[config.mk]
export PLATFORM = sky130hd
export DESIGN_NAME = halt_dump_unit
export DESIGN_NICKNAME = d
export VERILOG_FILES = /design/src/rtl/halt_dump_unit.sv
export SDC_FILE = /design/constraint.sdc
export NUM_CORES = 1
export LEC_CHECK = 0
export CORE_MARGIN = 3
export CORE_UTILIZATION = 40
export DETAILED_ROUTE_END_ITERATION = 8
export HOLD_SLACK_MARGIN = 0.05
export PLACE_DENSITY = 0.71
export SLEW_MARGIN = 20
export SYNTH_ARGS = -nofsm -noshare
export SYNTH_HDL_FRONTEND = slang
export SYNTH_SLANG_ARGS = --single-unit
export TNS_END_PERCENT = 5
[constraint.sdc]
create_clock -name clk -period 3.75 [get_ports clk]
set_input_delay 0.75 -clock clk [delete_from_list [all_inputs] [get_ports clk]]
set_output_delay 0.75 -clock clk [all_outputs]
set_load 0.01 [all_outputs]
[src/rtl/halt_dump_unit.sv]
// halt_dump_unit: after CPU halt, streams register file then data memory over valid/ready.
//   clk, rst (async active-low), halt            : control
//   rf_addr/rf_data, mem_addr/mem_data           : combinational read ports into the frozen CPU
//   out_valid/out_ready/out_data                 : registered output stream
//   out_is_reg/out_index/out_last                : tags for the word on out_data
//   done                                         : sticky completion flag
module halt_dump_unit #(
  parameter int          NUM_REGS  = 32,
  parameter int          MEM_WORDS = 1024,
  parameter logic [31:0] MEM_BASE  = 32'h0000_0000
) (
  input  logic        clk,
  input  logic        rst,
  input  logic        halt,
  output logic [4:0]  rf_addr,
  input  logic [31:0] rf_data,
  output logic [31:0] mem_addr,
  input  logic [31:0] mem_data,
  output logic        out_valid,
  input  logic        out_ready,
  output logic [31:0] out_data,
  output logic        out_is_reg,
  output logic [15:0] out_index,
  output logic        out_last,
  output logic        done
);
  localparam logic [31:0] NR    = 32'(NUM_REGS);
  localparam logic [31:0] LAST  = 32'(NUM_REGS + MEM_WORDS - 1);
  localparam logic [1:0]  IDLE  = 2'd0;
  localparam logic [1:0]  RUN   = 2'd1;
  localparam logic [1:0]  DRAIN = 2'd2;
  localparam logic [1:0]  DONE  = 2'd3;
  logic [1:0]  state;
  logic [31:0] cnt;
  logic [31:0] mem_idx;
  logic        is_reg;
  logic        load;
  always_comb begin
    is_reg   = cnt < NR;
    mem_idx  = cnt - NR;
    rf_addr  = is_reg ? cnt[4:0] : 5'd0;
    mem_addr = is_reg ? MEM_BASE : MEM_BASE + (mem_idx << 2);
    // a new word may replace the current one only if the slot is empty or being accepted
    load     = (state == RUN) && (!out_valid || out_ready);
  end
  always_ff @(posedge clk or negedge rst) begin
    if (!rst) begin
      state      <= IDLE;
      cnt        <= '0;
      out_valid  <= 1'b0;
      out_data   <= '0;
      out_is_reg <= 1'b0;
      out_index  <= '0;
      out_last   <= 1'b0;
      done       <= 1'b0;
    end else begin
      case (state)
        IDLE: if (halt) begin
          state <= RUN;
          cnt   <= '0;
        end
        RUN: if (load) begin
          out_data   <= is_reg ? rf_data : mem_data;
          out_is_reg <= is_reg;
          out_index  <= is_reg ? cnt[15:0] : mem_idx[15:0];
          out_last   <= cnt == LAST;
          out_valid  <= 1'b1;
          cnt        <= cnt + 32'd1;
          if (cnt == LAST) state <= DRAIN;
        end
        DRAIN: if (out_valid && out_ready) begin
          out_valid <= 1'b0;
          done      <= 1'b1;
          state     <= DONE;
        end
        default: ;
      endcase
    end
  end
endmodule

Figure 1. Close-up of the layout (run 1).
The bar under the picture is 10 um long. Window x 17 to 42, y 17 to 42 um. Cells in gray, sequential cells in the stronger gray; small squares are vias.
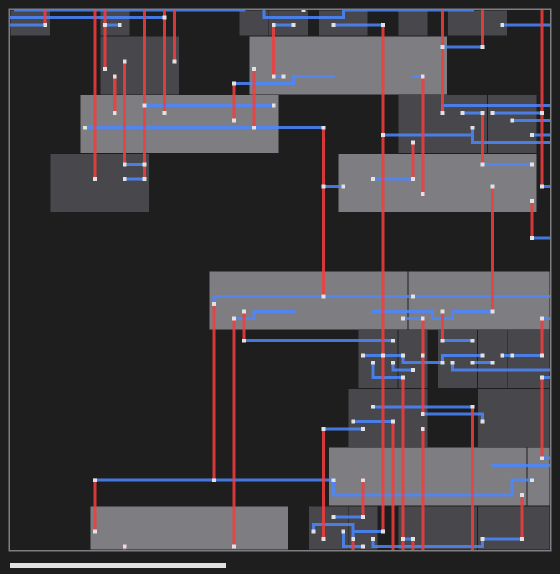
legend:
  red:
    layer: M2
  blue:
    layer: M1
sequential cells in the window: 7
cells with their middle in the window: 22
most frequent: dfrtp_1 (7), clkdlybuf4s50_1 (4)
netlist names of flops here include: `out_data` (4)

Figure 2. Congestion heat map (run 1).
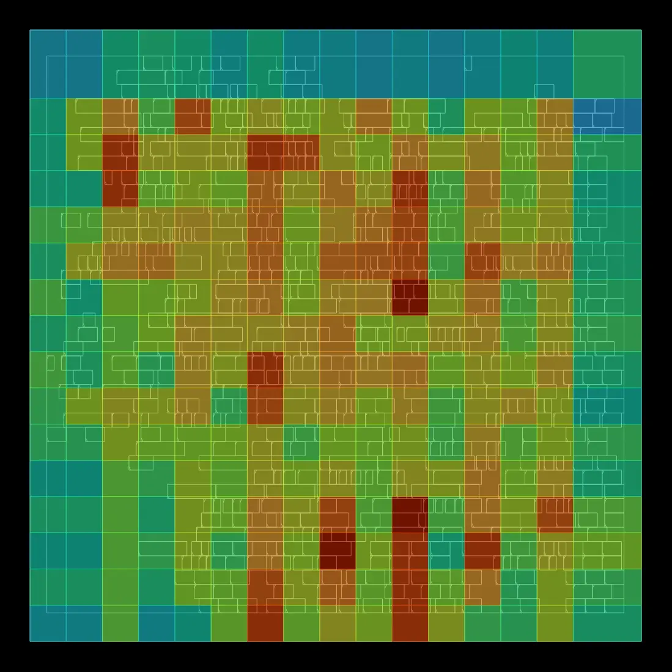
gr busiest metal: met2
GR Layer Usage met2: 32.5%
Global Route met1 Usage: 26.7%
Global Route met3 Usage: 3.78%
final cell utilization of the core: 59.3%

==> job_summary.md, run 1 <==
## PnR job results

| Metric | Value |
|---|---|
| Number of antenna violations at the first check in global routing | 0 |
| Launch point of the worst reg-to-reg path | state[1] |
| Dominant cell area share | 44.1% |
| Power attributed to sequential cells | 1.16 mW |
| CTS HTree Levels | 3 |
| Static Leak | 2.89 nW |
| Most instantiated logic cell after routing | sky130_fd_sc_hd__clkdlybuf4s50_1 |
| Power of the clock network | 0.939 mW |
| Pre-CTS worst setup slack | 235 ps |
| Hold buffer count at CTS | 0 |
| Category of the worst setup path launch point | register |
| Final Net Count | 744 |
| Number of global-route vias before repair | 4116 |
| Row cnt | 39 |
| Clock tree skew after final layout | 8.11 ps |
| Non-Clock Buffer Count | 168 |
| Endpoint of the most critical register-to-register path | cnt[31] |
| Worst endpoint required time | 3000 ps |
| Die outline area | 13600 sq um |
| Biggest area consumer among synthesized cells | sky130_fd_sc_hd__dfrtp_1 |
| Synth async-reset ratio | 100% |
| Proportion of synthesized area in mux cells | 10.5% |
| Switching share of total power | 30.0% |
| Ys Warns | 0 |
| Setup repair after global routing missed its margin | yes |
| Inverter tally of the final layout excluding the clock network | 9 |
| Final weighted congestion in routability-driven placement | 0.848 |
| Clock tree from TritonCTS | built |
| Setup Fix Bufs, Post-CTS | 0 |
| Max Root-Sink Buffers | 2 |
| End point of the critical path | mem_addr[7] |
| Maximum number of pins on one net before global-route repair | 87 |
| Maximum clock rate | 0.272 GHz |
| Main flop type after synthesis | sky130_fd_sc_hd__dfrtp_1 |
| Ports | 157 |
| Total of clock buffers placed in the layout | 10 |
| Outcome | finished clean |
| Arrival time at the worst endpoint | 2930 ps |
| Height of the die | 116 um |
| Tool Warnings | 33 |
| First-pass GRT wire length | 21.1 mm |
| Post-Route Setup TNS | 0 ps |
| Post-DP HPWL | 10.3 mm |
| Class of the worst hold path | in2async |
| Chip area estimate from yosys synthesis | 4880 sq um |
| Part of the total power dissipated in combinational logic | 29.0% |
| Crit Path Category | reg2out |
| Clock tree cell share of total cell area | 4.54% |
| Instance count after placement with tap cells included | 799 |
| Sequential cell area | 2150 sq um |
Figure 3. Sequential cells colored by netlist name (run 1).
The bar under the picture is 20 um long.
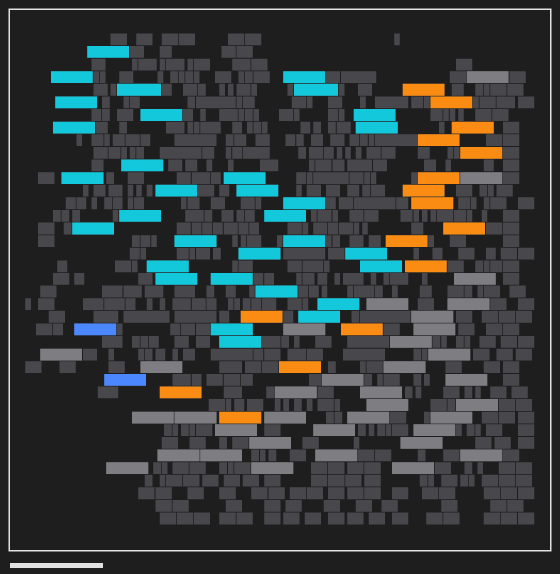
legend:
  cyan:
    netlist_name: `cnt`
    placed_flops: 32
  orange:
    netlist_name: `out_index`
    placed_flops: 16
  blue:
    netlist_name: `state`
    placed_flops: 2
not colored: 36

Figure 4. Selected gate families (run 1).
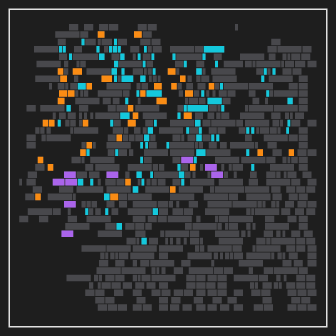
legend:
  cyan:
    family: nor cells
    cells: 86
    most_used: nor2_1
  purple:
    family: fa/ha/maj cells
    cells: 9
    most_used: ha_1
  orange:
    family: and/or cells
    cells: 37

## run 1: Yosys cell counts (6+ instances only)
master	instances
sky130_fd_sc_hd__nand2_1	73
sky130_fd_sc_hd__nand3_1	19
sky130_fd_sc_hd__xor2_1	18
sky130_fd_sc_hd__ha_1	9
sky130_fd_sc_hd__inv_1	9
sky130_fd_sc_hd__nor3_1	6
sky130_fd_sc_hd__o21ai_0	42
sky130_fd_sc_hd__and3_1	7
sky130_fd_sc_hd__and2_1	7
sky130_fd_sc_hd__nor2b_1	8
sky130_fd_sc_hd__xnor2_1	16
sky130_fd_sc_hd__nor4_1	12
sky130_fd_sc_hd__mux2_2	13
sky130_fd_sc_hd__nor2_1	57
sky130_fd_sc_hd__mux2i_1	35
sky130_fd_sc_hd__o31ai_1	11
sky130_fd_sc_hd__clkbuf_1	29
sky130_fd_sc_hd__dfrtp_1	86
sky130_fd_sc_hd__nand4_1	11
## run 1: layer usage
metal / vias to the layer above / track usage, % / wire length, um
met5: - / 0 / 0
met4: 0 / 5.34 / 255
met3: 21 / 3.78 / 893
met2: 145 / 32.5 / 6350
met1: 2024 / 26.7 / 5980
li1: 2099 / - / -
## run 1: worst max-delay path, cell delays in order, from the launching register on
cell and delay, ps:
sky130_fd_sc_hd__dfrtp_2 480, sky130_fd_sc_hd__or4_4 590, sky130_fd_sc_hd__nand4b_4 220, sky130_fd_sc_hd__nor3_4 330, sky130_fd_sc_hd__buf_12 220, sky130_fd_sc_hd__inv_1 70
sky130_fd_sc_hd__ha_1 180, sky130_fd_sc_hd__clkdlybuf4s50_1 490
## run 1: what timing repair did
item | CTS | global route
gates resized | 2 | 9
setup endpoints to repair | 13 | 18
cloned | 0 | 0
Figure 5. Port wiring (run 1).
The bar under the picture is 20 um long.
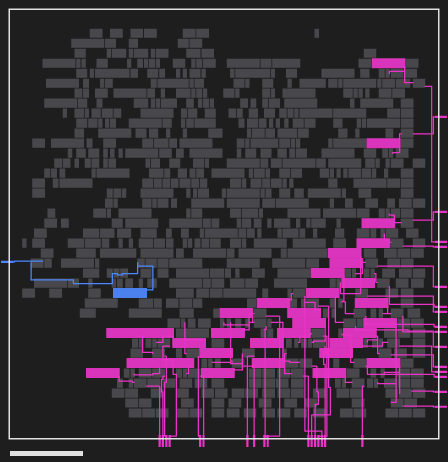

==> run 2: changes to the inputs <==
==> constraint.sdc (replaced) <==
create_clock -name clk -period 4.02 [get_ports clk]
set_input_delay 0.804 -clock clk [delete_from_list [all_inputs] [get_ports clk]]
set_output_delay 0.804 -clock clk [all_outputs]
set_load 0.01 [all_outputs]
Figure 6. Port wiring (run 2).
The bar under the picture is 20 um long.
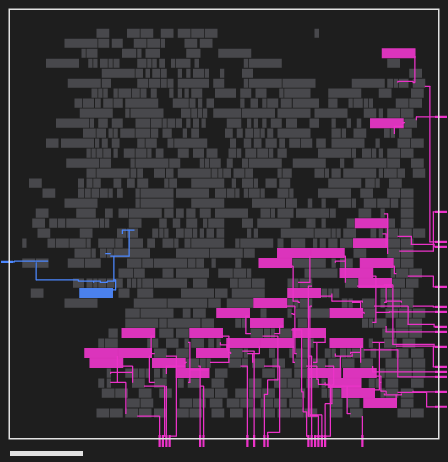
legend:
  blue:
    port: `out_valid`
    direction: output
    edge: left
    end_cells: 1
    buffers: 1
    wire: 66.5 um
  magenta:
    port: `out_data`
    direction: output
    edge: 17 bottom, 15 right
    end_cells: 32
    buffers: 32
    wire: 1020 um

Figure 7. Selected gate families (run 2).
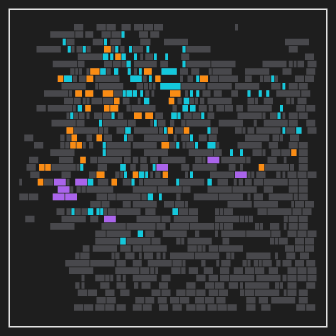
legend:
  purple:
    family: fa/ha/maj cells
    cells: 9
    most_used: ha_1
  orange:
    family: and/or cells
    cells: 37
  cyan:
    family: nor cells
    cells: 86
    most_used: nor2_1

==> job_summary.md, run 2 <==
## PnR job results

| Metric | Value |
|---|---|
| Worst endpoint required time | 3220 ps |
| Ports | 157 |
| CTS HTree Levels | 3 |
| Slowest cell delay on critical path | 470 ps |
| Maximum number of pins on one net before global-route repair | 63 |
| Outcome | finished clean |
| Clock tree skew after final layout | 6.21 ps |
| Power attributed to sequential cells | 1.08 mW |
| Pre-CTS worst setup slack | 424 ps |
| Number of buffer and inverter instances along the worst setup path | 2 |
| First-pass GRT wire length | 21.5 mm |
| Number of antenna violations at the first check in global routing | 0 |
| Cell with the biggest individual delay on the critical path | sky130_fd_sc_hd__clkdlybuf4s50_1 |
| Post-Route Setup TNS | 0 ps |
| Part of the total power dissipated in combinational logic | 29.2% |
| Max Root-Sink Buffers | 2 |
| Chip area estimate from yosys synthesis | 4880 sq um |
| Most instantiated logic cell after routing | sky130_fd_sc_hd__clkdlybuf4s50_1 |
| Cell with the most instances after synthesis | sky130_fd_sc_hd__dfrtp_1 |
| Number of global-route vias before repair | 4233 |
run 2: cells by family after synthesis:
logic type / after synthesis / synth area share [%]
AND/OR/NAND/NOR: 230 / 23.6
flip-flops: 86 / 44.1
AND-OR/OR-AND: 69 / 8.76
buffers and inverters: 51 / 4.64
multiplexers: 49 / 10.5
XOR/XNOR: 34 / 6.10
adder cells (fa/ha/maj): 9 / 2.31
other: 1 / 0.0768
run 2: cell type report:
cell class | count | area [sq um] | share of cell area (%)
Clock buffer | 9 | 225 | 3.28
Clock inverter | 7 | 82.6 | 1.20
Inverter | 9 | 33.8 | 0.492
Multi-Input combinational cell | 393 | 2540 | 37.0
Sequential cell | 86 | 2150 | 31.4
Tap cell | 143 | 179 | 2.61
Timing Repair Buffer | 164 | 1650 | 24.1
run 2: timing repair:
item | 4_1_cts | 5_1_grt
setup endpoints to repair | 0 | 30
hold buffers | 0 | 0
setup buffers | 0 | 0
hold endpoints to repair | 0 | 0
resized | 0 | 3
run 2: worst paths after layout:
check                               end  cells past startpoint  slack, ps         from
max reg2reg                    state[1]                      5       1230      cnt[22]
min reg2reg                 out_data[5]                      2        480  out_data[5]
max                        mem_addr[29]                      7        210      cnt[14]
min in group asynchronous  out_data[19]                      1        540          rst
min                         out_data[5]                      2        480  out_data[5]
max in group asynchronous  out_index[3]                      2       2630          rst
run 2: layer usage:
| metal | GRT usage [%] | wire (um) |
|---|---|---|
| met5 | 0 | 0 |
| met4 | 7.04 | 209 |
| met3 | 3.01 | 889 |
| met2 | 33.2 | 6420 |
| met1 | 26.6 | 6030 |
run 2: tightest hold or removal path, stage by stage (launching register included):
cell and delay, ps:
sky130_fd_sc_hd__dfrtp_1 340, sky130_fd_sc_hd__nand2_1 40, sky130_fd_sc_hd__o21ai_0 60
Figure 8. Close-up of the layout (run 2).
The bar under the picture is 10 um long. Window x 17 to 42, y 17 to 42 um. Cells in gray, sequential cells in the stronger gray; small squares are vias.
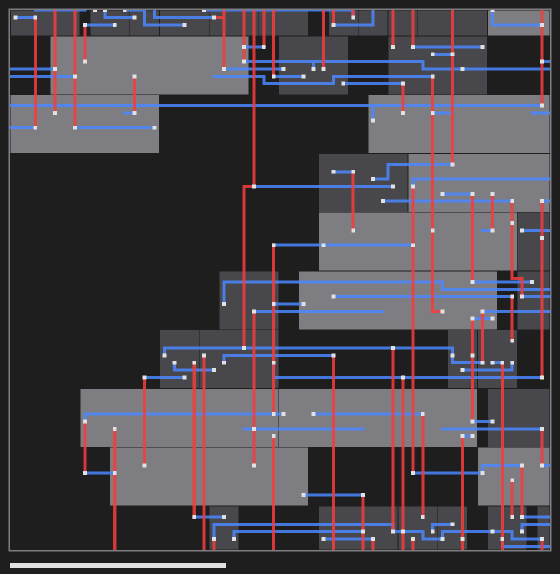

==> run 3: changes to the inputs <==
--- a/config.mk
+++ b/config.mk
@@ -5,6 +5,7 @@
 export SDC_FILE = /design/constraint.sdc
 export NUM_CORES = 1
 export LEC_CHECK = 0
+export CAP_MARGIN = 40
 export CORE_MARGIN = 3
 export CORE_UTILIZATION = 40
 export DETAILED_ROUTE_END_ITERATION = 8
Figure 9. Close-up of the layout (run 3).
The bar under the picture is 10 um long. Window x 17 to 42, y 17 to 42 um. Cells in gray, sequential cells in the stronger gray; small squares are vias.
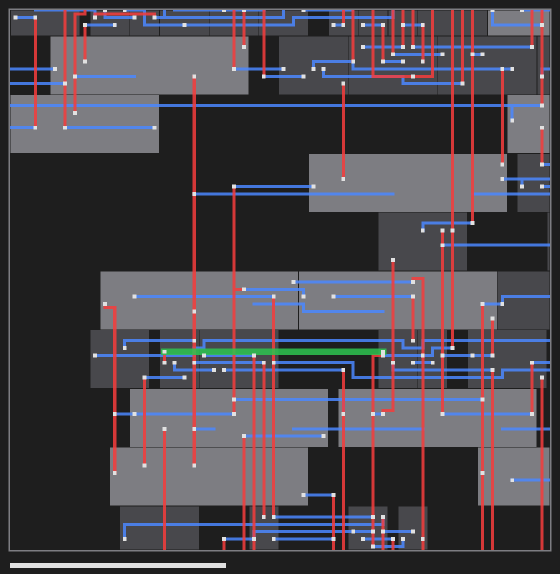
legend:
  blue:
    layer: M1
  green:
    layer: M3
  red:
    layer: M2
netlist names of flops here include: `out_data` (4)
sequential cells in the window: 8
most frequent: dfrtp_1 (8), nand2_1 (3), o21ai_0 (3)
cells with their middle in the window: 23

==> job_summary.md, run 3 <==
## PnR job results

| Metric | Value |
|---|---|
| Part of the total power dissipated in combinational logic | 28.7% |
| Outcome | finished clean |
| Dominant cell area share | 44.1% |
| Post-DP HPWL | 10.3 mm |
| Hold buffer count at CTS | 0 |
| Switching share of total power | 28.7% |
| Maximum number of pins on one net before global-route repair | 63 |
| Routed length on met3 | 1.08 mm |
| Category of the worst setup path launch point | register |
| Final-layout fill cell count | 994 |
| First-pass GRT wire length | 21.8 mm |
| Arrival time at the worst endpoint | 3090 ps |
| Crit Path Category | reg2out |
| Slowest cell delay on critical path | 530 ps |
| Die outline area | 13600 sq um |
| Tool Warnings | 32 |
| Final weighted congestion in routability-driven placement | 0.911 |
| Height of the die | 116 um |
| Pre-CTS worst setup slack | 425 ps |
| Ports | 157 |
| Number of global-route vias before repair | 4240 |
| Biggest area consumer among synthesized cells | sky130_fd_sc_hd__dfrtp_1 |
| Critical Path, Cell by Cell | nor4_1 > nand3_1 > nor3_4 > buf_12 > nor2_1 > mux2_2 > clkdlybuf4s50_1 |
| Static Leak | 2.89 nW |
| Number of buffer and inverter instances along the worst setup path | 2 |
| Met2 routed wirelength | 6.48 mm |
| Power of the clock network | 0.922 mW |
| Setup repair after global routing missed its margin | yes |
| Instance count after placement with tap cells included | 796 |
| Max Root-Sink Buffers | 2 |
| Most instantiated logic cell after routing | sky130_fd_sc_hd__clkdlybuf4s50_1 |
| CP top delay family | simple AND/OR/NAND/NOR gates |
| Cell with the most instances after synthesis | sky130_fd_sc_hd__dfrtp_1 |
| Main flop type after synthesis | sky130_fd_sc_hd__dfrtp_1 |
| Ys Warns | 0 |
| Topmost layer with routed signal wires | met4 |
| Cell with the biggest individual delay on the critical path | sky130_fd_sc_hd__nor4_1 |
| Multi-input combinational cell area | 2530 sq um |
| Worst endpoint required time | 3220 ps |
| Chip area estimate from yosys synthesis | 4880 sq um |
| Power attributed to sequential cells | 1.08 mW |
| Synth async-reset ratio | 100% |
| Clock tree skew after final layout | 6.93 ps |
| Class of the worst hold path | in2async |
| Post-Route Setup TNS | 0 ps |
| Final Net Count | 742 |
| Regs by FF count | cnt (32), out_data (32), out_index (16) |
| Worst max-slew margin expressed relative to the limit | 58.9% |
Figure 10. Selected gate families (run 3).
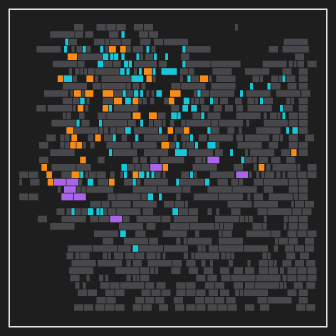
legend:
  purple:
    family: fa/ha/maj cells
    cells: 9
    most_used: ha_1
  cyan:
    family: nor cells
    cells: 86
    most_used: nor2_1
  orange:
    family: and/or cells
    cells: 37

## run 3: per-layer routing
layer | vias to the layer above | track usage [%]
met5 | - | 0
met2 | 181 | 33.6
met1 | 2045 | 27.2
met3 | 18 | 3.99
met4 | 0 | 5.34
li1 | 2104 | -
## run 3: path summary, 6_finish.rpt
check | cells past startpoint | from | slack, ps | endpoint
setup / recovery | 7 | cnt[14] | 120 | mem_addr[29]
hold / removal | 1 | rst | 270 | out_index[10]
setup reg to reg | 5 | cnt[22] | 1220 | state[1]
hold reg to reg | 2 | out_data[5] | 480 | out_data[5]
max in group asynchronous | 3 | rst | 2870 | out_index[3]
min in group clk | 2 | out_data[5] | 480 | out_data[5]
## run 3: logic make-up (layout without fill, tap and decap cells)
kind of cell               after synthesis  after routing  synth area share (%)
AOI/OAI and AO/OA                       69             69                  8.76
xor gates and xnor gates                34             34                  6.10
muxes                                   49             49                  10.5
buffers and inverters                   51            191                  4.64
and+or+nand+nor                        230            230                  23.6
DFF                                     86             86                  44.1
other                                    1              2                0.0768
adders and majority gates                9              9                  2.31
## run 3: what timing repair did
item,4_1_cts,5_1_grt
gates resized,0,3
buffers inserted,0,0
endpoints found under the setup margin,0,14
## run 3: stage by stage
stage	hold WS [ps]	cell area [sq um]
after floorplan	498	4890
after global placement	462	6530
after detailed placement	471	6550
after CTS	485	6890
after global routing	259	6930
final	266	6930
## run 3: final cells by class
| cell class | count | share of cell area [%] |
|---|---|---|
| clock inverters | 5 | 1.17 |
| multi-input cells | 393 | 36.6 |
| well taps | 143 | 2.58 |
| clock buffers | 11 | 3.65 |
| inverters | 9 | 0.487 |
| flip-flops and latches | 86 | 31.0 |
| repair buffers | 166 | 24.5 |
No activity file was given, so power comes from the tool's default toggle rates.
